$ cat src/rtl/rom_stream_pkg.sv
// Shared types for the ROM sweep engine.
//   mode_e  : sweep pattern latched on an accepted start (encoding 3 is reserved)
//   state_e : control FSM states, also exported on the debug state port
//   CHECKSUM_W : width of the optional output checksum
package rom_stream_pkg;

  typedef enum logic [1:0] {
    MODE_SINGLE   = 2'd0,
    MODE_LOOP     = 2'd1,
    MODE_PINGPONG = 2'd2
  } mode_e;

  typedef enum logic [1:0] {
    IDLE  = 2'd0,
    RUN   = 2'd1,
    DRAIN = 2'd2
  } state_e;

  localparam int CHECKSUM_W = 16;

endpackage

$ cat src/rtl/rom_stream_reader_if.sv
// Output stream bundle of the ROM sweep engine.
//   m_valid : producer has a word on m_data/m_addr
//   m_ready : consumer can take a word this clock
//   m_data  : ROM word
//   m_addr  : address the word was read from
// Handshake: a beat transfers on every rising clk edge where m_valid and
// m_ready are both high. Once m_valid is raised it stays high, and m_data /
// m_addr stay unchanged, until that beat transfers. m_valid never depends
// on m_ready; m_ready may depend on m_valid.
interface rom_stream_reader_if #(
  parameter int ADDR_W = 5,
  parameter int DATA_W = 8
) ();

  logic              m_valid;
  logic              m_ready;
  logic [DATA_W-1:0] m_data;
  logic [ADDR_W-1:0] m_addr;

  modport master (
    output m_valid,
    output m_data,
    output m_addr,
    input  m_ready
  );

  modport slave (
    input  m_valid,
    input  m_data,
    input  m_addr,
    output m_ready
  );

endinterface

$ cat src/rtl/rom_stream_fifo.sv
// Synchronous FIFO holding {addr, data} words between the ROM read pipe and
// the output stream. Read data comes straight from storage, so the head entry
// is a registered value.
//   clk, rst_n : clock, asynchronous active-low reset (pointers only)
//   push/wdata : write one entry (ignored when full and not popping)
//   pop        : remove head entry (ignored when empty)
//   rdata      : head entry, meaningful while !empty
//   empty      : no entries
//   count      : current occupancy, 0..DEPTH
// Push and pop in the same clock while full is allowed; occupancy stays put.
// DEPTH must be a power of two and at least 2.
module rom_stream_fifo #(
  parameter int WIDTH = 13,
  parameter int DEPTH = 4
) (
  input  logic                     clk,
  input  logic                     rst_n,
  input  logic                     push,
  input  logic [WIDTH-1:0]         wdata,
  input  logic                     pop,
  output logic [WIDTH-1:0]         rdata,
  output logic                     empty,
  output logic [$clog2(DEPTH):0]   count
);

  localparam int PTR_W = $clog2(DEPTH);
  localparam int CNT_W = PTR_W + 1;

  logic [WIDTH-1:0] mem [DEPTH];
  logic [PTR_W:0]   wr_ptr;
  logic [PTR_W:0]   rd_ptr;
  logic             full;
  logic             do_push;
  logic             do_pop;

  // Extra pointer bit distinguishes full from empty.
  assign count   = wr_ptr - rd_ptr;
  assign empty   = (count == '0);
  assign full    = (count == CNT_W'(DEPTH));
  assign do_pop  = pop && !empty;
  assign do_push = push && (!full || do_pop);
  assign rdata   = mem[rd_ptr[PTR_W-1:0]];

  always_ff @(posedge clk or negedge rst_n) begin
    if (!rst_n) begin
      wr_ptr <= '0;
      rd_ptr <= '0;
    end else begin
      if (do_push) wr_ptr <= wr_ptr + 1'b1;
      if (do_pop)  rd_ptr <= rd_ptr + 1'b1;
    end
  end

  always_ff @(posedge clk) begin
    if (do_push) mem[wr_ptr[PTR_W-1:0]] <= wdata;
  end

endmodule

$ cat src/rtl/rom_stream_reader.sv
// ROM sweep engine: reads a programmable address window from a synchronous
// ROM and streams {data, addr} over a valid/ready interface. Modes: single
// pass, endless loop, endless ping-pong. Reads are credit limited so the
// output FIFO can never overflow, whatever the consumer backpressure.
//   clk, rst_n        : clock, asynchronous active-low reset
//   start, stop       : 1-clk command pulses (stop wins when both are high)
//   mode, start_addr,
//   end_addr          : window and pattern, latched on an accepted start
//   rom_addr / rom_q  : ROM IP port, rom_q valid ROM_LAT clocks after rom_addr
//   m_if              : output stream (master side)
//   busy, done, err   : status; done and err are 1-clk pulses
//   checksum          : 16-bit sum of accepted m_data when ROM_CHECKSUM_EN is
//                       defined, otherwise constant zero
//   dbg_state         : current FSM state
// Build option: define ROM_CHECKSUM_EN to include the checksum accumulator.
module rom_stream_reader
  import rom_stream_pkg::*;
#(
  parameter int ADDR_W     = 5,
  parameter int DATA_W     = 8,
  parameter int ROM_LAT    = 1,
  parameter int FIFO_DEPTH = 4
) (
  input  logic                  clk,
  input  logic                  rst_n,
  input  logic                  start,
  input  logic                  stop,
  input  logic [1:0]            mode,
  input  logic [ADDR_W-1:0]     start_addr,
  input  logic [ADDR_W-1:0]     end_addr,
  output logic [ADDR_W-1:0]     rom_addr,
  input  logic [DATA_W-1:0]     rom_q,
  rom_stream_reader_if.master   m_if,
  output logic                  busy,
  output logic                  done,
  output logic                  err,
  output logic [CHECKSUM_W-1:0] checksum,
  output state_e                dbg_state
);

  localparam int OCC_W  = $clog2(FIFO_DEPTH) + 1;
  localparam int CR_W   = $clog2(FIFO_DEPTH + ROM_LAT + 2) + 1;
  localparam int BEAT_W = ADDR_W + DATA_W;

  state_e state, state_d;

  // Latched sweep parameters and address generator state.
  mode_e             mode_q;
  logic [ADDR_W-1:0] s_q, e_q, nxt_q;
  logic              dir_q;          // ping-pong direction, 1 = descending

  // Read pipe: the issue register (rom_addr) followed by ROM_LAT tag stages.
  logic                            iss_v;
  logic [ROM_LAT-1:0]              pipe_v;
  logic [ROM_LAT-1:0][ADDR_W-1:0]  pipe_a;

  logic [CR_W-1:0]   inflight;
  logic [OCC_W-1:0]  occ;
  logic              have_credit;
  logic              win_ok;

  logic              issue, accept, reject, finish;

  logic [ADDR_W-1:0] cur_a, cur_s, cur_e, gen_a;
  mode_e             cur_m;
  logic              cur_dir, gen_dir, gen_last;

  logic              fifo_push, fifo_pop, fifo_empty;
  logic [BEAT_W-1:0] fifo_wdata, fifo_rdata;

  // Reads in flight: the issue stage plus every occupied tag stage.
  always_comb begin
    inflight = CR_W'(iss_v);
    for (int k = 0; k < ROM_LAT; k++) inflight = inflight + CR_W'(pipe_v[k]);
  end

  // A read may issue only if its word is guaranteed a FIFO slot.
  assign have_credit = (CR_W'(occ) + inflight) < CR_W'(FIFO_DEPTH);
  assign win_ok      = (start_addr <= end_addr) && (mode != 2'd3);

  // In IDLE the first read comes straight from the command inputs so the
  // first word is issued in the same clock the start is accepted.
  always_comb begin
    if (state == IDLE) begin
      cur_a   = start_addr;
      cur_s   = start_addr;
      cur_e   = end_addr;
      cur_m   = mode_e'(mode);
      cur_dir = 1'b0;
    end else begin
      cur_a   = nxt_q;
      cur_s   = s_q;
      cur_e   = e_q;
      cur_m   = mode_q;
      cur_dir = dir_q;
    end
  end

  // Address following cur_a. The window never wraps past end_addr, so the
  // +1 / -1 below never cross the modulo boundary inside a valid window.
  always_comb begin
    gen_a    = cur_a + ADDR_W'(1);
    gen_dir  = cur_dir;
    gen_last = 1'b0;
    case (cur_m)
      MODE_SINGLE: gen_last = (cur_a == cur_e);
      MODE_LOOP: begin
        if (cur_a == cur_e) gen_a = cur_s;
      end
      MODE_PINGPONG: begin
        if (cur_s == cur_e) begin
          gen_a = cur_a;
        end else if (!cur_dir) begin
          if (cur_a == cur_e) begin
            gen_a   = cur_a - ADDR_W'(1);
            gen_dir = 1'b1;
          end
        end else if (cur_a == cur_s) begin
          gen_a   = cur_a + ADDR_W'(1);
          gen_dir = 1'b0;
        end else begin
          gen_a = cur_a - ADDR_W'(1);
        end
      end
      default: ;
    endcase
  end

  // FSM state register.
  always_ff @(posedge clk or negedge rst_n) begin
    if (!rst_n) state <= IDLE;
    else        state <= state_d;
  end

  // FSM next state and per-clock controls.
  always_comb begin
    state_d = state;
    issue   = 1'b0;
    accept  = 1'b0;
    reject  = 1'b0;
    finish  = 1'b0;
    case (state)
      IDLE: begin
        if (start && !stop) begin
          if (win_ok) begin
            accept  = 1'b1;
            issue   = 1'b1;
            state_d = gen_last ? DRAIN : RUN;
          end else begin
            reject = 1'b1;
          end
        end
      end
      RUN: begin
        if (stop) begin
          state_d = DRAIN;
        end else if (have_credit) begin
          issue = 1'b1;
          if (gen_last) state_d = DRAIN;
        end
      end
      DRAIN: begin
        if ((inflight == '0) && fifo_empty) begin
          state_d = IDLE;
          finish  = 1'b1;
        end
      end
      default: state_d = IDLE;
    endcase
  end

  // Sweep parameters, address generator and status pulses.
  always_ff @(posedge clk or negedge rst_n) begin
    if (!rst_n) begin
      mode_q <= MODE_SINGLE;
      s_q    <= '0;
      e_q    <= '0;
      nxt_q  <= '0;
      dir_q  <= 1'b0;
      err    <= 1'b0;
      done   <= 1'b0;
    end else begin
      if (accept) begin
        mode_q <= mode_e'(mode);
        s_q    <= start_addr;
        e_q    <= end_addr;
      end
      if (issue) begin
        nxt_q <= gen_a;
        dir_q <= gen_dir;
      end
      err  <= reject;
      done <= finish;
    end
  end

  // Read pipe: tags shift alongside the ROM's internal latency.
  always_ff @(posedge clk or negedge rst_n) begin
    if (!rst_n) begin
      iss_v    <= 1'b0;
      rom_addr <= '0;
      pipe_v   <= '0;
      pipe_a   <= '0;
    end else begin
      iss_v <= issue;
      if (issue) rom_addr <= cur_a;
      pipe_v[0] <= iss_v;
      pipe_a[0] <= rom_addr;
      for (int k = 1; k < ROM_LAT; k++) begin
        pipe_v[k] <= pipe_v[k-1];
        pipe_a[k] <= pipe_a[k-1];
      end
    end
  end

  assign fifo_push  = pipe_v[ROM_LAT-1];
  assign fifo_wdata = {pipe_a[ROM_LAT-1], rom_q};
  assign fifo_pop   = m_if.m_valid && m_if.m_ready;

  rom_stream_fifo #(
    .WIDTH (BEAT_W),
    .DEPTH (FIFO_DEPTH)
  ) u_fifo (
    .clk   (clk),
    .rst_n (rst_n),
    .push  (fifo_push),
    .wdata (fifo_wdata),
    .pop   (fifo_pop),
    .rdata (fifo_rdata),
    .empty (fifo_empty),
    .count (occ)
  );

  // Outputs are forced to zero while no word is held.
  assign m_if.m_valid = !fifo_empty;
  assign m_if.m_data  = fifo_empty ? '0 : fifo_rdata[DATA_W-1:0];
  assign m_if.m_addr  = fifo_empty ? '0 : fifo_rdata[BEAT_W-1:DATA_W];
  assign busy         = (state != IDLE);
  assign dbg_state    = state;

`ifdef ROM_CHECKSUM_EN
  always_ff @(posedge clk or negedge rst_n) begin
    if (!rst_n) begin
      checksum <= '0;
    end else if (accept) begin
      checksum <= '0;
    end else if (fifo_pop) begin
      checksum <= checksum + CHECKSUM_W'(fifo_rdata[DATA_W-1:0]);
    end
  end
`else
  assign checksum = '0;
`endif

endmodule

$ cat src/flat_wrapper.sv
// flat-port wrapper written by rule: the top's interface ports become plain ports
module rom_stream_reader_flat import rom_stream_pkg::*;
#(
  parameter int ADDR_W     = 5,
  parameter int DATA_W     = 8,
  parameter int ROM_LAT    = 1,
  parameter int FIFO_DEPTH = 4
)
  (clk, rst_n, start, stop, mode, start_addr, end_addr, rom_addr, rom_q, busy, done, err, checksum, dbg_state, m_if_m_valid, m_if_m_data, m_if_m_addr, m_if_m_ready);
  rom_stream_reader_if #(.ADDR_W(ADDR_W), .DATA_W(DATA_W)) m_if_i ();
  input  logic clk;
  input  logic rst_n;
  input  logic start;
  input  logic stop;
  input  logic [1:0] mode;
  input  logic [ADDR_W-1:0] start_addr;
  input  logic [ADDR_W-1:0] end_addr;
  output logic [ADDR_W-1:0] rom_addr;
  input  logic [DATA_W-1:0] rom_q;
  output logic busy;
  output logic done;
  output logic err;
  output logic [CHECKSUM_W-1:0] checksum;
  output state_e dbg_state;
  output wire logic [$bits(m_if_i.m_valid)-1:0] m_if_m_valid;
  output wire logic [$bits(m_if_i.m_data)-1:0] m_if_m_data;
  output wire logic [$bits(m_if_i.m_addr)-1:0] m_if_m_addr;
  input wire logic [$bits(m_if_i.m_ready)-1:0] m_if_m_ready;
  assign m_if_m_valid = m_if_i.m_valid;
  assign m_if_m_data = m_if_i.m_data;
  assign m_if_m_addr = m_if_i.m_addr;
  assign m_if_i.m_ready = m_if_m_ready;
  rom_stream_reader #(.ADDR_W(ADDR_W), .DATA_W(DATA_W), .ROM_LAT(ROM_LAT), .FIFO_DEPTH(FIFO_DEPTH)) u_core (.clk(clk), .rst_n(rst_n), .start(start), .stop(stop), .mode(mode), .start_addr(start_addr), .end_addr(end_addr), .rom_addr(rom_addr), .rom_q(rom_q), .m_if(m_if_i), .busy(busy), .done(done), .err(err), .checksum(checksum), .dbg_state(dbg_state));
endmodule
$ cat config.mk
export PLATFORM = sky130hd
export DESIGN_NAME = rom_stream_reader_flat
export DESIGN_NICKNAME = d
export VERILOG_FILES = /design/src/rtl/rom_stream_pkg.sv /design/src/rtl/rom_stream_reader_if.sv /design/src/rtl/rom_stream_fifo.sv /design/src/rtl/rom_stream_reader.sv /design/src/flat_wrapper.sv
export SDC_FILE = /design/constraint.sdc
export NUM_CORES = 1
export LEC_CHECK = 0
export CAP_MARGIN = 20
export CORE_MARGIN = 5
export CORE_UTILIZATION = 60
export CTS_CLUSTER_DIAMETER = 200
export DETAILED_ROUTE_END_ITERATION = 12
export PLACE_DENSITY = 0.86
export RECOVER_POWER = 100
export SLEW_MARGIN = 20
export SYNTH_ARGS = -nofsm -noshare
export SYNTH_HDL_FRONTEND = slang
export SYNTH_SLANG_ARGS = --single-unit
export TNS_END_PERCENT = 1
$ cat constraint.sdc
create_clock -name clk -period 5.7 [get_ports clk]
set_clock_uncertainty 0.2 [all_clocks]
set_input_delay 1.14 -clock clk [delete_from_list [all_inputs] [get_ports clk]]
set_output_delay 1.14 -clock clk [all_outputs]
set_load 0.03 [all_outputs]
==> run_1/registers.png <==
The bar under the picture is 20 microns long. Other sequential cells in the stronger grey, the rest of the logic in the fainter grey.
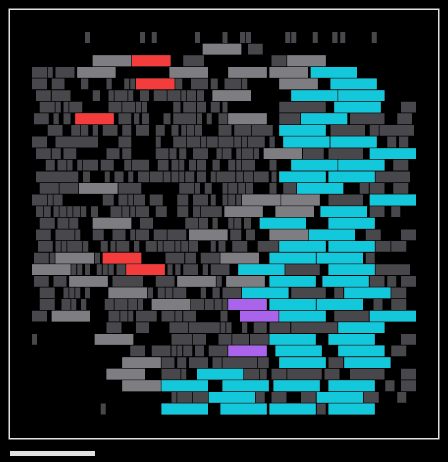
Key: purple = `u_core.u_fifo.rd_ptr` [placed flops 3]; red = `u_core.s_q` [placed flops 5]; cyan = `u_core.u_fifo.mem` [placed flops 52]

==> run_1/metal_stack.png <==
Two of the layers only.
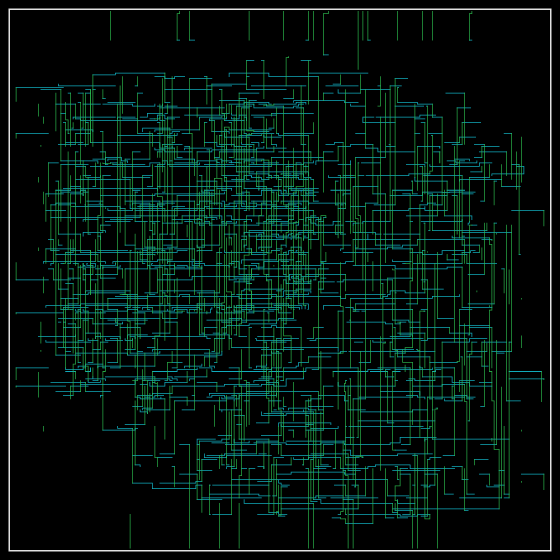
Key: cyan = met1 [wire length 4,190 microns]; green = met2 [wire length 4,860 microns]

==> run_1/gate_families.png <==
The bar under the picture is 20 microns long.
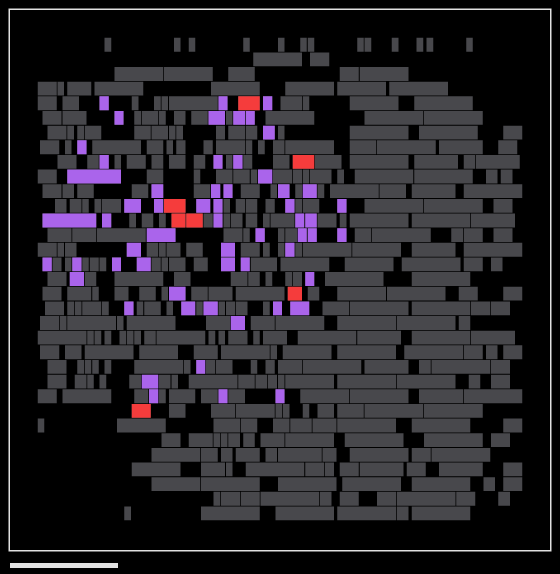
Key: purple = inverting AOI/OAI gates [cells 58, most used o21ai_0]; red = AND-OR and OR-AND gates [cells 7, most used o2111a_1]

==> Changelog: implementation, run 1 <==
### Physical design

- Status: finished with violations
- Failing checks: capacitance limit, slew limit
- Chip width: between 100 and 150 microns
- Clock tree buffer depth: 2
- HP Class: reg2reg
- Power share of the clock group: 14.8%
- Warning total across the stage logs: 32
- Internal power: around 1.9 mW
- Yosys stat cell total: ~420
- Worst Setup Start Kind: flip-flop
- Top Ports: 65
- Worst reg-to-reg path cell count: 9
- Nets: approximately 500
- Drt total wl: about 9700 microns
- Worst-Margin Slew: 2.13 ns
- Seq pwr share: between 30% and 40%
- Slowest-stage cell, CP: dlygate4sd3_1
- CTS tree: done
- Clock transition at the registers of the reported paths: ~0.090 ns
- TritonCTS buffer count: 9
- Mapped cell area: 4890 sq um
- Cts hold-fix bufs: 0
- Final min period: approximately 4.8 ns
- Max Cap Violations: 1
- Post-synth seq share: between 50 and 60%
- Height of the die: about 100 microns
- Initial antenna violation count: 0
- Syn_area_per_cell: ~12 sq um
- DR WL/cell: between 15 and 20 microns
- Critical Path, Cell by Cell: fa_1 -> xnor2_1 -> xor2_1 -> nand3_1 -> and2_1 -> dlygate4sd3_1
- Setup CP Type: reg2out
- Pwr Density: around 600 nW/um^2
- CTS sink count: roughly 90
- Met2 Wirelength: about 4900 microns
- WP depth: 6
- Layout area overhead: 14.3%
- First DRT Iteration DRCs: ~200
- Slew Limit Fails: ~41
- DR vias: between 3,000 and 4,000
- Yosys cell types: about 49
- Dpl cell area: around 5400 sq um
- Max-slew headroom: -41.7%
- Clock Latency Late Sink: 0.35 ns
- Dpl ws: between 1 and 1.5 ns
- GR peak layer: met2
- Synth Instances: ~420
- Period utilization: a little over four fifths
- Placed cell count: around 550
- Critical-path maximum fanout: 16
- Synth warn: 0
- Multi-input logic area: around 2100 sq um
- Peak VDD IR: 0.304 mV
- Comb power frac: between 50 and 60%
- Number of flip-flops in the largest register: 52
- Grt total ovfl: 0
- Fin area: roughly 5600 sq um
- Post-synth EDFFs: 52
- Fill cells: about 600
- Setup ws final: 0.879 ns
- CP Capture Point: m_if_m_addr[0]
- Via density: approximately 5.7
- Post-synth ARST share: 43.5%
- Switching power: roughly 1.5 mW
- Worst EP required: ~4.4 ns
- Worst Hold End: u_core.pipe_a[1]
- Hold Vio Cnt, Final: 0
- RSZ-0062 raised after global routing: no
- Hold WS: around 0.21 ns
- Crit path launch: u_core.u_fifo.rd_ptr[1]
- Total die size: 10,100 sq um
- Core Footprint: 8090 sq um
- Vias in the first global route: around 3,300
- Diodes inserted: 0
- Worst reg2reg endpoint: u_core.rom_addr[1]
- Fin util: between 60% and 70%
- TritonRoute pass-1 iters: 4
- Synthesis area per yosys: between 4000 and 5000 sq um
- Largest net degree at the start of global routing: around 41
- DR top layer: met4
- Root buf cell: clkbuf_8
- Arrival @ worst endpoint: roughly 3.5 ns
- CP endpoint kind: primary output
[run 1: cells by family (layout without fill, tap and decap cells)]
| family | Yosys count | in the layout | share of synthesized area (%) |
|---|---|---|---|
| muxes | 25 | 25 | 8.60 |
| AOI/OAI and AO/OA | 65 | 65 | 9.67 |
| DFF | 92 | 92 | 52.4 |
| buffers and inverters | 52 | 84 | 5.47 |
| other | 1 | 16 | 0.0767 |
| xor gates and xnor gates | 30 | 30 | 5.37 |
| adders and majority gates | 19 | 19 | 5.01 |
| and+or+nand+nor | 132 | 132 | 13.4 |
[run 1: final cells by class]
| class | count | area share, % |
|---|---|---|
| Multi-Input combinational cell | 287 | 37.8 |
| Sequential cell | 92 | 45.8 |
| Clock buffer | 9 | 2.22 |
| Timing Repair Buffer | 49 | 8.62 |
| Tap cell | 105 | 2.35 |
| Inverter | 19 | 1.32 |
| Clock inverter | 7 | 1.90 |
[run 1: cells in the mapped netlist, drive strengths merged (11+ instances only)]
cell type / number / area, sq um
dfrtp: 40 / 1000
ha: 18 / 225
a21oi: 17 / 92.6
xor2: 18 / 158
nor2: 20 / 91.3
buf: 24 / 160
o21ai: 19 / 95.1
and2: 23 / 144
xnor2: 12 / 105
mux4: 13 / 293
nand3: 11 / 55.1
nand2: 49 / 184
inv: 19 / 73.8
edfxtp: 52 / 1560
[run 1: power groups by stage]
stage | combinational [mW] | sequential, mW | clock, mW
after floorplan | 1.26 | 1.08 | 0
after global placement | 1.72 | 1.10 | 0
after detailed placement | 1.78 | 1.11 | 0
after CTS | 1.79 | 1.10 | 0.505
after global routing | 1.91 | 1.12 | 0.536
final | 1.75 | 1.10 | 0.495
==> run 1 -> run 2 <==
--- a/config.mk
+++ b/config.mk
@@ -7,10 +7,10 @@
 export LEC_CHECK = 0
 export CAP_MARGIN = 20
 export CORE_MARGIN = 5
-export CORE_UTILIZATION = 60
+export CORE_UTILIZATION = 50
 export CTS_CLUSTER_DIAMETER = 200
 export DETAILED_ROUTE_END_ITERATION = 12
-export PLACE_DENSITY = 0.86
+export PLACE_DENSITY = 0.76
 export RECOVER_POWER = 100
 export SLEW_MARGIN = 20
 export SYNTH_ARGS = -nofsm -noshare
==> constraint.sdc (replaced) <==
create_clock -name clk -period 3.9 [get_ports clk]
set_clock_uncertainty 0.2 [all_clocks]
set_input_delay 0.78 -clock clk [delete_from_list [all_inputs] [get_ports clk]]
set_output_delay 0.78 -clock clk [all_outputs]
set_load 0.03 [all_outputs]
==> run 2 against run 1 <==
The run still ends with capacitance limit, slew limit left. Combinational power increased by 46%. Clock-buffer cell count increased by 1. Sequential cell count unchanged. Global-route usage decreased by 3.7 points. Register-to-register slack got worse by 1.5 ns. Final area increased by 1.5%. Clock power increased by 44%. First-iteration DRC count decreased by 22%. Non-clock buffer count increased by 8. Area after synthesis unchanged. Critical endpoint unchanged. Highest routed layer unchanged.
==> Changelog: implementation, run 2 <==
### Physical design

- Worst-Margin Slew: approximately 2.2 ns
- Clock transition at the registers of the reported paths: 0.09 ns
- Pwr Density: between 800 and 900 nW/um^2
- Crit path launch: u_core.u_fifo.wr_ptr[0]
- Seq pwr share: 32.3%
- CP endpoint kind: primary output
- Status: finished with violations
- Dpl cell area: ~5500 sq um
- Largest area contributor in the netlist: edfxtp_1
- Root buf cell: clkbuf_8
- Setup CP Type: reg2out
- Hold WS: roughly 0.20 ns
- Fin area: around 5700 sq um
- Arrival @ worst endpoint: about 2.8 ns
- Post-synth EDFFs: about 52
- Top Ports: roughly 65
- Initial antenna violation count: 0
- Dpl ws: approximately 0.057 ns
- Slew Limit Fails: just over 40
- Largest cells by area: edfxtp_1 (32%), dfrtp_1 (20%), mux4_2 (6.0%), ha_1 (4.6%), nand2_1 (3.8%)
- Max Cap Violations: 1
- Synth warn: 0
- Layout area overhead: 16.0%
- Mapped cell area: 4890 sq um
- Area leader share: 31.9%
- Total die size: between 10,000 and 15,000 sq um
- RSZ-0062 raised after global routing: no
- Comb power frac: roughly 53%
- Diodes inserted: 0
- CTS tree: done
- Internal power: ~2.7 mW
- Clock tree buffer depth: 2
- Synthesis area per yosys: 4890 sq um
- Nets: 510
- TritonRoute pass-1 iters: 5
- Grt total ovfl: 0
- Failing checks: capacitance limit, slew limit
- Worst reg-to-reg path cell count: 8
- Switching power: between 2 and 2.5 mW
- Max-slew headroom: -44.1%
- Number of flip-flops in the largest register: 52
- Final min period: approximately 3.7 ns
- Setup ws final: about 0.17 ns
==> run 2: netlist changes by cell type in the layout (fill, tap and decap cells not counted), moves of 4 or more <==
cell,change
clkbuf_1,+5
dlygate4sd2_1,+13
dlygate4sd3_1,-6
clkdlybuf4s50_1,-8
and2_1,+6
buf_4,+4
and2_0,-6
==> run 2: logic make-up (layout without fill, tap and decap cells) <==
logic type                 count (synthesis)  count (layout)  share of synthesized area [%]
xor gates and xnor gates                  30              30                           5.37
other                                      1              16                         0.0767
adders and majority gates                 19              19                           5.01
DFF                                       92              92                           52.4
and+or+nand+nor                          132             132                           13.4
muxes                                     25              25                           8.60
AOI/OAI and AO/OA                         65              65                           9.67
buffers and inverters                     52              92                           5.47
==> run 2: final cells by class <==
type / instances / area [sq um] / share of cell area [%]
clock buffers: 10 / 128 / 2.25
repair buffers: 57 / 520 / 9.17
inverters: 19 / 73.8 / 1.30
multi-input cells: 287 / 2130 / 37.5
clock inverters: 6 / 93.8 / 1.65
flip-flops and latches: 92 / 2560 / 45.2
well taps: 133 / 166 / 2.93
==> run 2: per-layer routing <==
metal,share of wire (%),GRT usage [%]
met1,43,21.2
met2,50,28.9
met3,5.3,3.85
met4,1.2,5.23
met5,0,0
==> run 2: power groups by stage <==
| stage | combinational (mW) | sequential, mW | clock [mW] |
|---|---|---|---|
| after global placement | 2.61 | 1.56 | 0 |
| after CTS | 2.61 | 1.56 | 0.731 |
| final | 2.55 | 1.56 | 0.712 |
| after floorplan | 1.84 | 1.58 | 0 |
| after detailed placement | 2.65 | 1.58 | 0 |
| after global routing | 2.81 | 1.59 | 0.770 |
==> run 2: what timing repair did <==
action	in CTS	in global routing
endpoints found under the setup margin	14	1
hold buffers	0	0
setup buffers	1	0
endpoints found under the hold margin	0	0
gates cloned	0	0
gates resized	15	1
pin swaps	1	0
==> run_2/registers.png <==
The bar under the picture is 20 microns long. Other sequential cells in the stronger grey, the rest of the logic in the fainter grey.
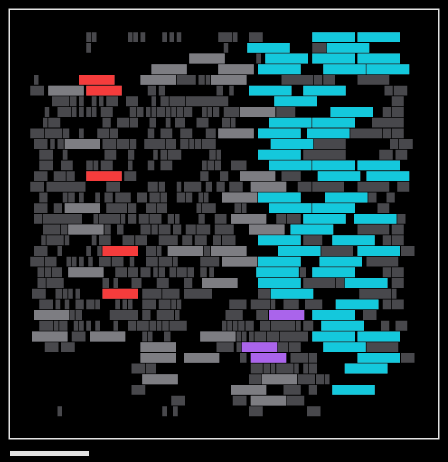
Key: cyan = `u_core.u_fifo.mem` [placed flops 52, where a vertical strip on the right]; red = `u_core.s_q` [placed flops 5]; purple = `u_core.u_fifo.rd_ptr` [placed flops 3]

==> run_2/gate_families.png <==
The bar under the picture is 20 microns long.
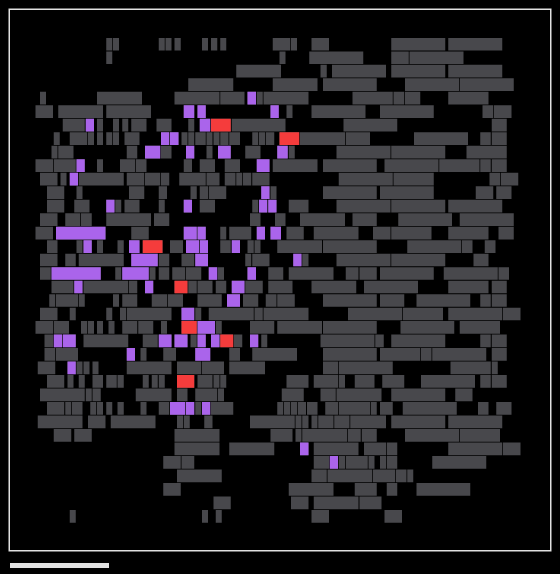
Key: red = AND-OR and OR-AND gates [cells 7, most used o2111a_1]; purple = inverting AOI/OAI gates [cells 58, most used o21ai_0]

==> run 2 -> run 3 <==
--- a/config.mk
+++ b/config.mk
@@ -7,11 +7,12 @@
 export LEC_CHECK = 0
 export CAP_MARGIN = 20
 export CORE_MARGIN = 5
-export CORE_UTILIZATION = 50
+export CORE_UTILIZATION = 46
 export CTS_CLUSTER_DIAMETER = 200
 export DETAILED_ROUTE_END_ITERATION = 12
-export PLACE_DENSITY = 0.76
-export RECOVER_POWER = 100
+export PLACE_DENSITY = 0.71
+export RECOVER_POWER = 50
+export REMOVE_ABC_BUFFERS = 1
 export SLEW_MARGIN = 20
 export SYNTH_ARGS = -nofsm -noshare
 export SYNTH_HDL_FRONTEND = slang
==> run 3 against run 2 <==
The run still ends with capacitance limit, slew limit left. Die size up 7.9%. First-iteration DRC count down 4.6%. Critical path depth up 1. Utilization down 4.4 points. Via count down 0.69%. Worst setup slack better by 0.050 ns. Clock power down 13%. Worst hold slack worse by 0.0076 ns. Global-route usage down 1.0 points. Clock-buffer cell count down 1. Largest power group unchanged. Highest routed layer unchanged.
==> Changelog: implementation, run 3 <==
### Physical design

- Largest cells by area: edfxtp_1 (32%), dfrtp_1 (20%), mux4_2 (6.0%), ha_1 (4.6%), nand2_1 (3.8%)
- Height of the die: between 100 and 150 microns
- Post-CTS Repair Setup Buffers: 0
- Grt total ovfl: 0
- CTS tree: done
- Max-slew headroom: -46.6%
- TritonRoute pass-1 iters: 4
- Fill cells: 902
- Peak VDD IR: about 0.44 mV
- Max Cap Violations: 1
- Critical-path maximum fanout: 16
- Post-synth ARST share: 43.5%
- RSZ-0062 raised after global routing: no
- Multi-input logic area: between 2000 and 2500 sq um
- Top Ports: 65
- Area leader share: a little under a third
- DR WL/cell: 15.9 microns
- HP Class: reg2reg
- Global routing usage on met2: between 20% and 30%
- Met1 wire length: about 4500 microns
- Worst EP required: 2.92 ns
- Placed cell count: roughly 590
- Vias in the first global route: roughly 3,300
- Layout area overhead: 15.5%
- Slew Limit Fails: 41
- Critical Path, Cell by Cell: inv_1 -> ha_1 -> fa_1 -> xnor2_1 -> xor2_1 -> nand3_1 -> buf_4 -> and2_1 -> dlygate4sd2_1
- Register area: between 2000 and 3000 sq um
- Total die size: roughly 13,000 sq um
- Synth Instances: 416
- Worst reg2reg endpoint: u_core.rom_addr[1]
- Met1 usage: 21.2%
- Synthesis area per yosys: a little under 5000 sq um
- Clock transition at the registers of the reported paths: approximately 0.090 ns
- First DRT Iteration DRCs: approximately 150
- Met2 Wirelength: 4720 microns
- Setup CP Type: reg2out
- Number of flip-flops in the largest register: 52
- Arrival @ worst endpoint: about 2.7 ns
- Worst-Margin Slew: between 2 and 2.5 ns
- Worst Hold End: u_core.pipe_a[1]
- DR top layer: met4
- Initial antenna violation count: 0
- Worst Hold Depth: 0
- Worst reg-to-reg path cell count: 12
- Via density: 5.21
- Status: finished with violations
- Post-synth EDFFs: 52
- Mapped cell area: a little under 5000 sq um
- Largest area contributor in the netlist: edfxtp_1
- Root buf cell: clkbuf_8
- Synth cell count leaders: edfxtp_1 (52), nand2_1 (49), dfrtp_1 (40)
- Warning total across the stage logs: 31
- Slowest-stage cell, CP: dfrtp_1
- Nets: about 510
- TritonCTS buffer count: 9
- Synth warn: 0
- M3 GR Usage: about 3.6%
- Post-synth seq share: ~52%
- Largest net degree at the start of global routing: approximately 41
- Hold WS: roughly 0.20 ns
- Worst Setup Start Kind: flip-flop
- Clock tree buffer depth: 2
- Fin area: ~5700 sq um
- Setup TNS Final: 0 ns
- Yosys stat cell total: about 420
- Chip width: ~110 microns
- Fin util: between 50% and 60%
- Period utilization: 94.5%
- DR vias: about 3,200
- Top Layout Cells: edfxtp_1 (52), nand2_1 (49), dfrtp_1 (40), and2_1 (23), clkdlybuf4s50_1 (20)
- Failing checks: capacitance limit, slew limit
- Pwr Density: ~840 nW/um^2
- Diodes inserted: 0
- Setup ws final: roughly 0.22 ns
- Hold Vio Cnt, Final: 0
- GR peak layer: met2
- Core Footprint: 10,400 sq um
- Final min period: between 3 and 4 ns
- Top-count cell post-synth: edfxtp_1
- Cts hold-fix bufs: 0
- CP endpoint kind: primary output
- Dpl ws: 0.370 ns
- Drt total wl: roughly 9700 microns
- Metal3 WL: ~400 microns
- Dpl cell area: approximately 5500 sq um
- Yosys cell types: roughly 49
- Syn_area_per_cell: approximately 12 sq um
- Most instantiated logic cell after routing: edfxtp_1
[run 3: cell counts after synthesis]
Identical to the previous run, type by type.
[run 3: how the worst max path moves through the flow]
stage                                  startpoint        endpoint  slack [ns]  depth (start not counted)
after floorplan           u_core.u_fifo.rd_ptr[0]  m_if_m_addr[0]        0.30                          6
after global placement    u_core.u_fifo.wr_ptr[0]  m_if_m_addr[4]        0.41                          9
after detailed placement  u_core.u_fifo.wr_ptr[0]  m_if_m_data[5]        0.37                          9
after CTS                 u_core.u_fifo.wr_ptr[0]    m_if_m_valid        0.09                          8
after global routing      u_core.u_fifo.wr_ptr[0]  m_if_m_data[5]        0.02                          9
final                     u_core.u_fifo.wr_ptr[0]  m_if_m_data[5]        0.22                          9
[run 3: area by class of cell]
| type | instances | area share (%) |
|---|---|---|
| Clock inverter | 7 | 1.11 |
| Clock buffer | 9 | 2.19 |
| Timing Repair Buffer | 57 | 9.57 |
| Tap cell | 136 | 3.01 |
| Inverter | 19 | 1.31 |
| Multi-Input combinational cell | 287 | 37.5 |
| Sequential cell | 92 | 45.3 |
[run 3: kinds of logic after synthesis]
| kind of cell | share of synthesized area (%) |
|---|---|
| AND/OR/NAND/NOR | 13.4 |
| XOR/XNOR | 5.37 |
| other | 0.0767 |
| buffers and inverters | 5.47 |
| adder cells (fa/ha/maj) | 5.01 |
| multiplexers | 8.60 |
| AND-OR/OR-AND | 9.67 |
| flip-flops | 52.4 |
[run 3: repair_timing]
action	4_1_cts	5_1_grt
gates resized	13	1
cloned	0	0
endpoints found under the setup margin	13	1
[run 3: where the power goes]
group | leakage [nW] | internal, mW | switching (mW)
registers | 0.956 | 1.32 | 0.245
clock network | 0.0984 | 0.248 | 0.368
logic | 1.21 | 1.04 | 1.50
==> run_3/metal_stack.png <==
Two of the layers only.
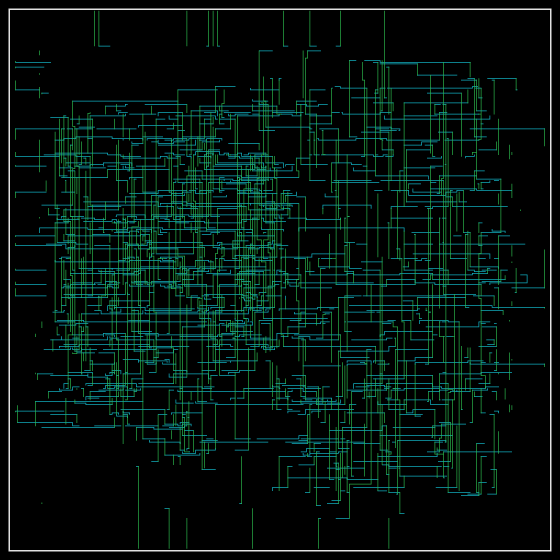
Key: cyan = met1 [wire length 4,490 microns]; green = met2 [wire length 4,720 microns]

==> run_3/final_clocks.png <==
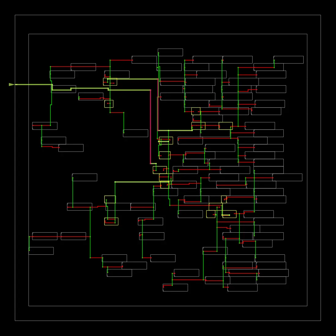
Clock Power: 616 uW
Clock Latency Late Sink: 0.36 ns
CTS sink count: 92


==> screenshots <==
I/O pins on the die edge.
Pins as bars across the die edge, other pins in grey.
picture 1
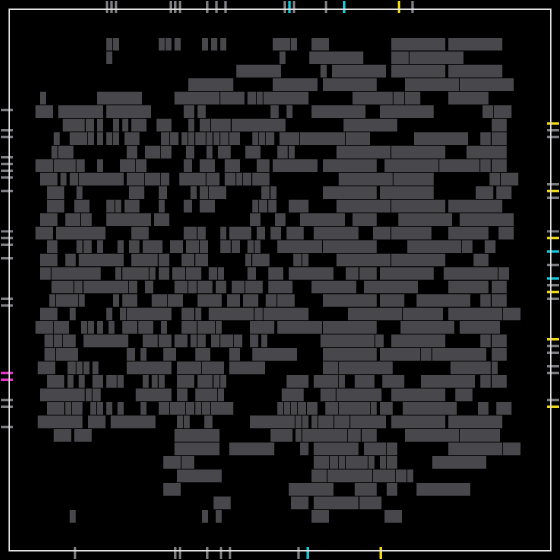
picture 2
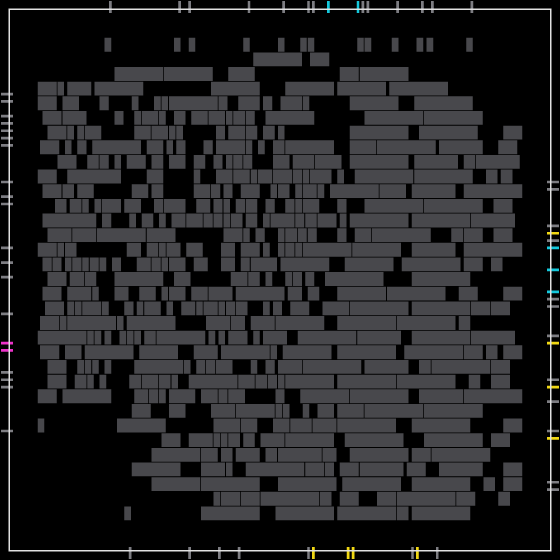
picture 3
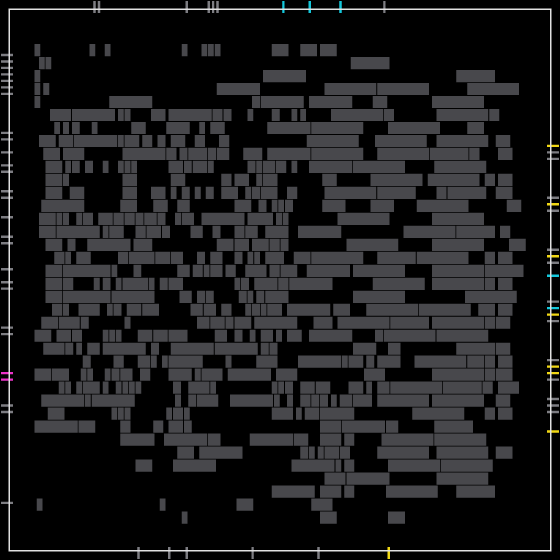
picture 1 -> run 2
picture 2 -> run 1
picture 3 -> run 3

Power and IR drop assume default switching activity.
